===== config.mk =====
export PLATFORM = sky130hd
export DESIGN_NAME = egress_port_arbiter
export DESIGN_NICKNAME = d
export VERILOG_FILES = /design/src/rtl/egress_port_arbiter.sv
export SDC_FILE = /design/constraint.sdc
export NUM_CORES = 1
export LEC_CHECK = 0
export CAP_MARGIN = 10
export CORE_ASPECT_RATIO = 1.5
export CORE_UTILIZATION = 27
export CTS_CLUSTER_DIAMETER = 50
export DETAILED_ROUTE_END_ITERATION = 7
export HOLD_SLACK_MARGIN = 0.12
export PLACE_DENSITY = 0.82
export SYNTH_ARGS = -nofsm -noshare
export SYNTH_HDL_FRONTEND = slang
export SYNTH_SLANG_ARGS = --single-unit

===== constraint.sdc =====
create_clock -name clk -period 2.02 [get_ports clk]
set_input_delay 0.404 -clock clk [delete_from_list [all_inputs] [get_ports clk]]
set_output_delay 0.404 -clock clk [all_outputs]
set_load 0.05 [all_outputs]

===== src/rtl/egress_port_arbiter.sv =====
// egress_port_arbiter
//   Per-egress-port packet scheduler. Shares one TX channel between the
//   ingress ports requesting it. Round-robin arbitration with packet
//   granularity: a granted port owns the channel until its end-of-packet beat.
//
//   Optional build macro: ARB_TIMEOUT_EN
//     Enables a stall watchdog. After TIMEOUT_CYCLES consecutive XFER cycles
//     without a transferred beat, the grant is revoked and abort_o pulses.
//
//   Ports
//     clk, rst_n            clock, synchronous active-low reset
//     req_i                 per-port: complete packet queued for this egress
//     valid_i / eop_i       per-port beat valid / last beat of packet
//     data_i / ctrl_i       concatenated per-port beat data / control
//     ready_o               per-port beat accepted
//     grant_o               one-hot current owner (registered)
//     abort_o               one-cycle drop-packet pulse (registered)
//     tx_data_o, tx_ctrl_o  muxed beat towards the TX MAC
//     tx_valid_o, tx_eop_o  muxed beat valid / last beat
//     tx_ready_i            TX MAC accepts beat
//     busy_o                arbiter is not idle
module egress_port_arbiter #(
    parameter int unsigned NUM_OF_PORTS       = 4,
    parameter int unsigned RXTX_DATA_SIZE     = 32,
    parameter int unsigned RXTXCTRL_BITS_SIZE = 4,
    parameter int unsigned TIMEOUT_CYCLES     = 1024
) (
    input  logic                                       clk,
    input  logic                                       rst_n,
    input  logic [NUM_OF_PORTS-1:0]                    req_i,
    input  logic [NUM_OF_PORTS-1:0]                    valid_i,
    input  logic [NUM_OF_PORTS-1:0]                    eop_i,
    input  logic [NUM_OF_PORTS*RXTX_DATA_SIZE-1:0]     data_i,
    input  logic [NUM_OF_PORTS*RXTXCTRL_BITS_SIZE-1:0] ctrl_i,
    output logic [NUM_OF_PORTS-1:0]                    ready_o,
    output logic [NUM_OF_PORTS-1:0]                    grant_o,
    output logic [NUM_OF_PORTS-1:0]                    abort_o,
    output logic [RXTX_DATA_SIZE-1:0]                  tx_data_o,
    output logic [RXTXCTRL_BITS_SIZE-1:0]              tx_ctrl_o,
    output logic                                       tx_valid_o,
    output logic                                       tx_eop_o,
    input  logic                                       tx_ready_i,
    output logic                                       busy_o
);

    localparam int unsigned IW = (NUM_OF_PORTS > 1) ? $clog2(NUM_OF_PORTS) : 1;

    typedef enum logic [1:0] {
        S_IDLE,
        S_GRANT,
        S_XFER,
        S_RELEASE
    } state_t;

    state_t                  state_q;
    logic [IW-1:0]           last_q;
    logic [IW-1:0]           gidx_q;
    logic [NUM_OF_PORTS-1:0] grant_q;

    logic [RXTX_DATA_SIZE-1:0]     data_arr [NUM_OF_PORTS];
    logic [RXTXCTRL_BITS_SIZE-1:0] ctrl_arr [NUM_OF_PORTS];

    for (genvar i = 0; i < NUM_OF_PORTS; i++) begin : g_unpack
        assign data_arr[i] = data_i[i*RXTX_DATA_SIZE +: RXTX_DATA_SIZE];
        assign ctrl_arr[i] = ctrl_i[i*RXTXCTRL_BITS_SIZE +: RXTXCTRL_BITS_SIZE];
    end

    logic                    xfer;
    logic                    beat_fire;
    logic                    last_beat;
    logic                    win_found;
    logic [IW-1:0]           win_idx;
    logic [NUM_OF_PORTS-1:0] win_oh;
    int unsigned             cand;
    logic [IW-1:0]           cand_idx;

    assign xfer      = (state_q == S_XFER);
    assign beat_fire = xfer && valid_i[gidx_q] && tx_ready_i;
    assign last_beat = beat_fire && eop_i[gidx_q];
    assign busy_o    = (state_q != S_IDLE);
    assign grant_o   = grant_q;

    // Round-robin search starting one past the last owner, wrapping at the top.
    always_comb begin
        win_found = 1'b0;
        win_idx   = '0;
        cand      = 0;
        cand_idx  = '0;
        for (int unsigned k = 1; k <= NUM_OF_PORTS; k++) begin
            cand     = (32'(last_q) + k) % NUM_OF_PORTS;
            cand_idx = IW'(cand);
            if (!win_found && req_i[cand_idx]) begin
                win_found = 1'b1;
                win_idx   = cand_idx;
            end
        end
        win_oh          = '0;
        win_oh[win_idx] = 1'b1;
    end

    // Zero-latency datapath from the owner; outputs are forced to 0 outside XFER
    // so tx_data_o/tx_ctrl_o never carry X after reset.
    always_comb begin
        ready_o    = '0;
        tx_valid_o = 1'b0;
        tx_eop_o   = 1'b0;
        tx_data_o  = '0;
        tx_ctrl_o  = '0;
        if (xfer) begin
            ready_o[gidx_q] = tx_ready_i;
            tx_valid_o      = valid_i[gidx_q];
            tx_eop_o        = eop_i[gidx_q];
            tx_data_o       = data_arr[gidx_q];
            tx_ctrl_o       = ctrl_arr[gidx_q];
        end
    end

`ifdef ARB_TIMEOUT_EN
    localparam int unsigned CW = $clog2(TIMEOUT_CYCLES + 1);

    logic [CW-1:0]           cnt_q;
    logic [NUM_OF_PORTS-1:0] abort_q;

    assign abort_o = abort_q;
`else
    assign abort_o = '0;
`endif

    always_ff @(posedge clk) begin
        if (!rst_n) begin
            state_q <= S_IDLE;
            last_q  <= IW'(NUM_OF_PORTS - 1);
            gidx_q  <= '0;
            grant_q <= '0;
`ifdef ARB_TIMEOUT_EN
            cnt_q   <= '0;
            abort_q <= '0;
`endif
        end else begin
`ifdef ARB_TIMEOUT_EN
            abort_q <= '0;
`endif
            case (state_q)
                S_IDLE: begin
                    if (win_found) begin
                        gidx_q  <= win_idx;
                        grant_q <= win_oh;
                        state_q <= S_GRANT;
                    end
                end
                S_GRANT: begin
`ifdef ARB_TIMEOUT_EN
                    cnt_q   <= '0;
`endif
                    state_q <= S_XFER;
                end
                S_XFER: begin
                    if (last_beat) begin
                        last_q  <= gidx_q;
                        grant_q <= '0;
                        state_q <= S_RELEASE;
                    end
`ifdef ARB_TIMEOUT_EN
                    else if (beat_fire) begin
                        cnt_q <= '0;
                    end else if (cnt_q == CW'(TIMEOUT_CYCLES - 1)) begin
                        // This stalled cycle makes the count reach the limit:
                        // abort lands in the RELEASE cycle.
                        abort_q <= grant_q;
                        last_q  <= gidx_q;
                        grant_q <= '0;
                        state_q <= S_RELEASE;
                    end else begin
                        cnt_q <= cnt_q + CW'(1);
                    end
`endif
                end
                S_RELEASE: state_q <= S_IDLE;
                default:   state_q <= S_IDLE;
            endcase
        end
    end

endmodule


==> flow_summary.json <==
{
  "clock_area_share_pct": 1.21,
  "finalHoldViolations": 0,
  "cp.arrival_ps": 1670,
  "root_buffer": "clkbuf_8",
  "rr_startpoint": "gidx_q[0]",
  "cts.htree.levels": 1,
  "ys_top_logic_family": "multiplexers",
  "grt_max_degree": 25,
  "yosysSeqAreaShare_pct": 11.4,
  "async_reset_ff_share_pct": 0,
  "seq_cells": 10,
  "path_buffers": 2,
  "critPathMostFrequentCell": "buf_12",
  "final.setup.worst_slack_ps": -54.9,
  "slowest_delay_ps": 540,
  "post-dp-hpwl_um": 7080,
  "grtUsageMet1_pct": 24.0,
  "p_seq_uw": 309,
  "dp_cells": 435,
  "synth_top_cell_by_area": "mux4_2",
  "status": "finished, violations left",
  "violations": "setup timing",
  "design.die.area_um2": 6830,
  "top_cell_area_share_pct": 48.8,
  "grt_pass1_wl_um": 12400,
  "die_x_um": 67.8,
  "dominant_cells": "buffers",
  "ys_cells": 159,
  "muxShareOfSynthArea_pct": 49.9,
  "hp-class": "reg -> reg",
  "slowest_stage": "mux4_2",
  "avgRoutedWirePerCell_um": 18.6,
  "ys.flop_type": "dfxtp_1",
  "adder_share_pct": 1.43,
  "met2_length_um": 4570,
  "cts_resized": 42,
  "finalSetupViolCount": 34,
  "cts_made_buffers": 3,
  "drt_iter0_markers": 75,
  "intPower_mw": 2.19,
  "cp.required_ps": 1620,
  "clk_pin_slew_worst_paths_ps": 50,
  "hold_path_depth": 1,
  "r2r_setup_slack_ps": 190,
  "p_sw_mw": 1.56,
  "viasPerCell": 5.12,
  "synth-simple-area-share_pct": 21.5,
  "cts_setup_buffers": 3,
  "cp_cell_sequence": "buf_12, mux4_2, and2_4, buf_12",
  "met1_length_um": 2560,
  "portBuffers": 205,
  "io_pins": 210,
  "place_congestion": 0.897,
  "fp_util_pct": 28.2,
  "rsz0062_at_grt": "true",
  "antenna-diode-count": 0,
  "irDropWorstVdd_mv": 0.460,
  "firstDrtPassIters": 5,
  "critPathKind": "reg -> out",
  "fp-row-count": 35,
  "reg2regPathDepth": 6,
  "drcViolationCount": 0,
  "n_tap_cell": 74,
  "finalNonFillerCells": 442,
  "buf_share_pct": 58.0,
  "antenna_found_initial": 0,
  "synthesis.area_um2": 1750
}
### Routing congestion map

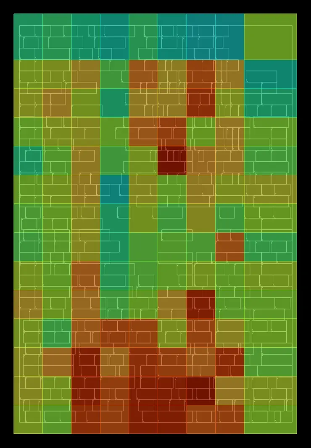
met2 usage: 47.8%
Tot GR Track Use: 24.7%

### PDN straps and rails

Pins as bars on the die edge. Tap cells in gray.
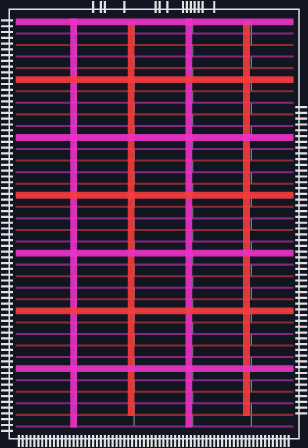
color	net
red	VDD
magenta	VSS
rows	35
met1 rails	36
met5 straps	7

### Placed cells, one color a class

The bar under the picture is 20 µm long.
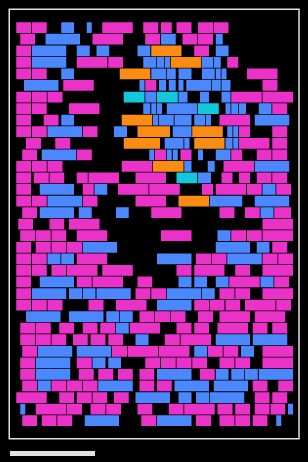
color	class	cells	share of their area
orange	flip-flops	10	4.6%
magenta	other buffers and delay cells	221	59%
cyan	clock drivers and dummy loads	4	1.2%
blue	all other logic	133	35%

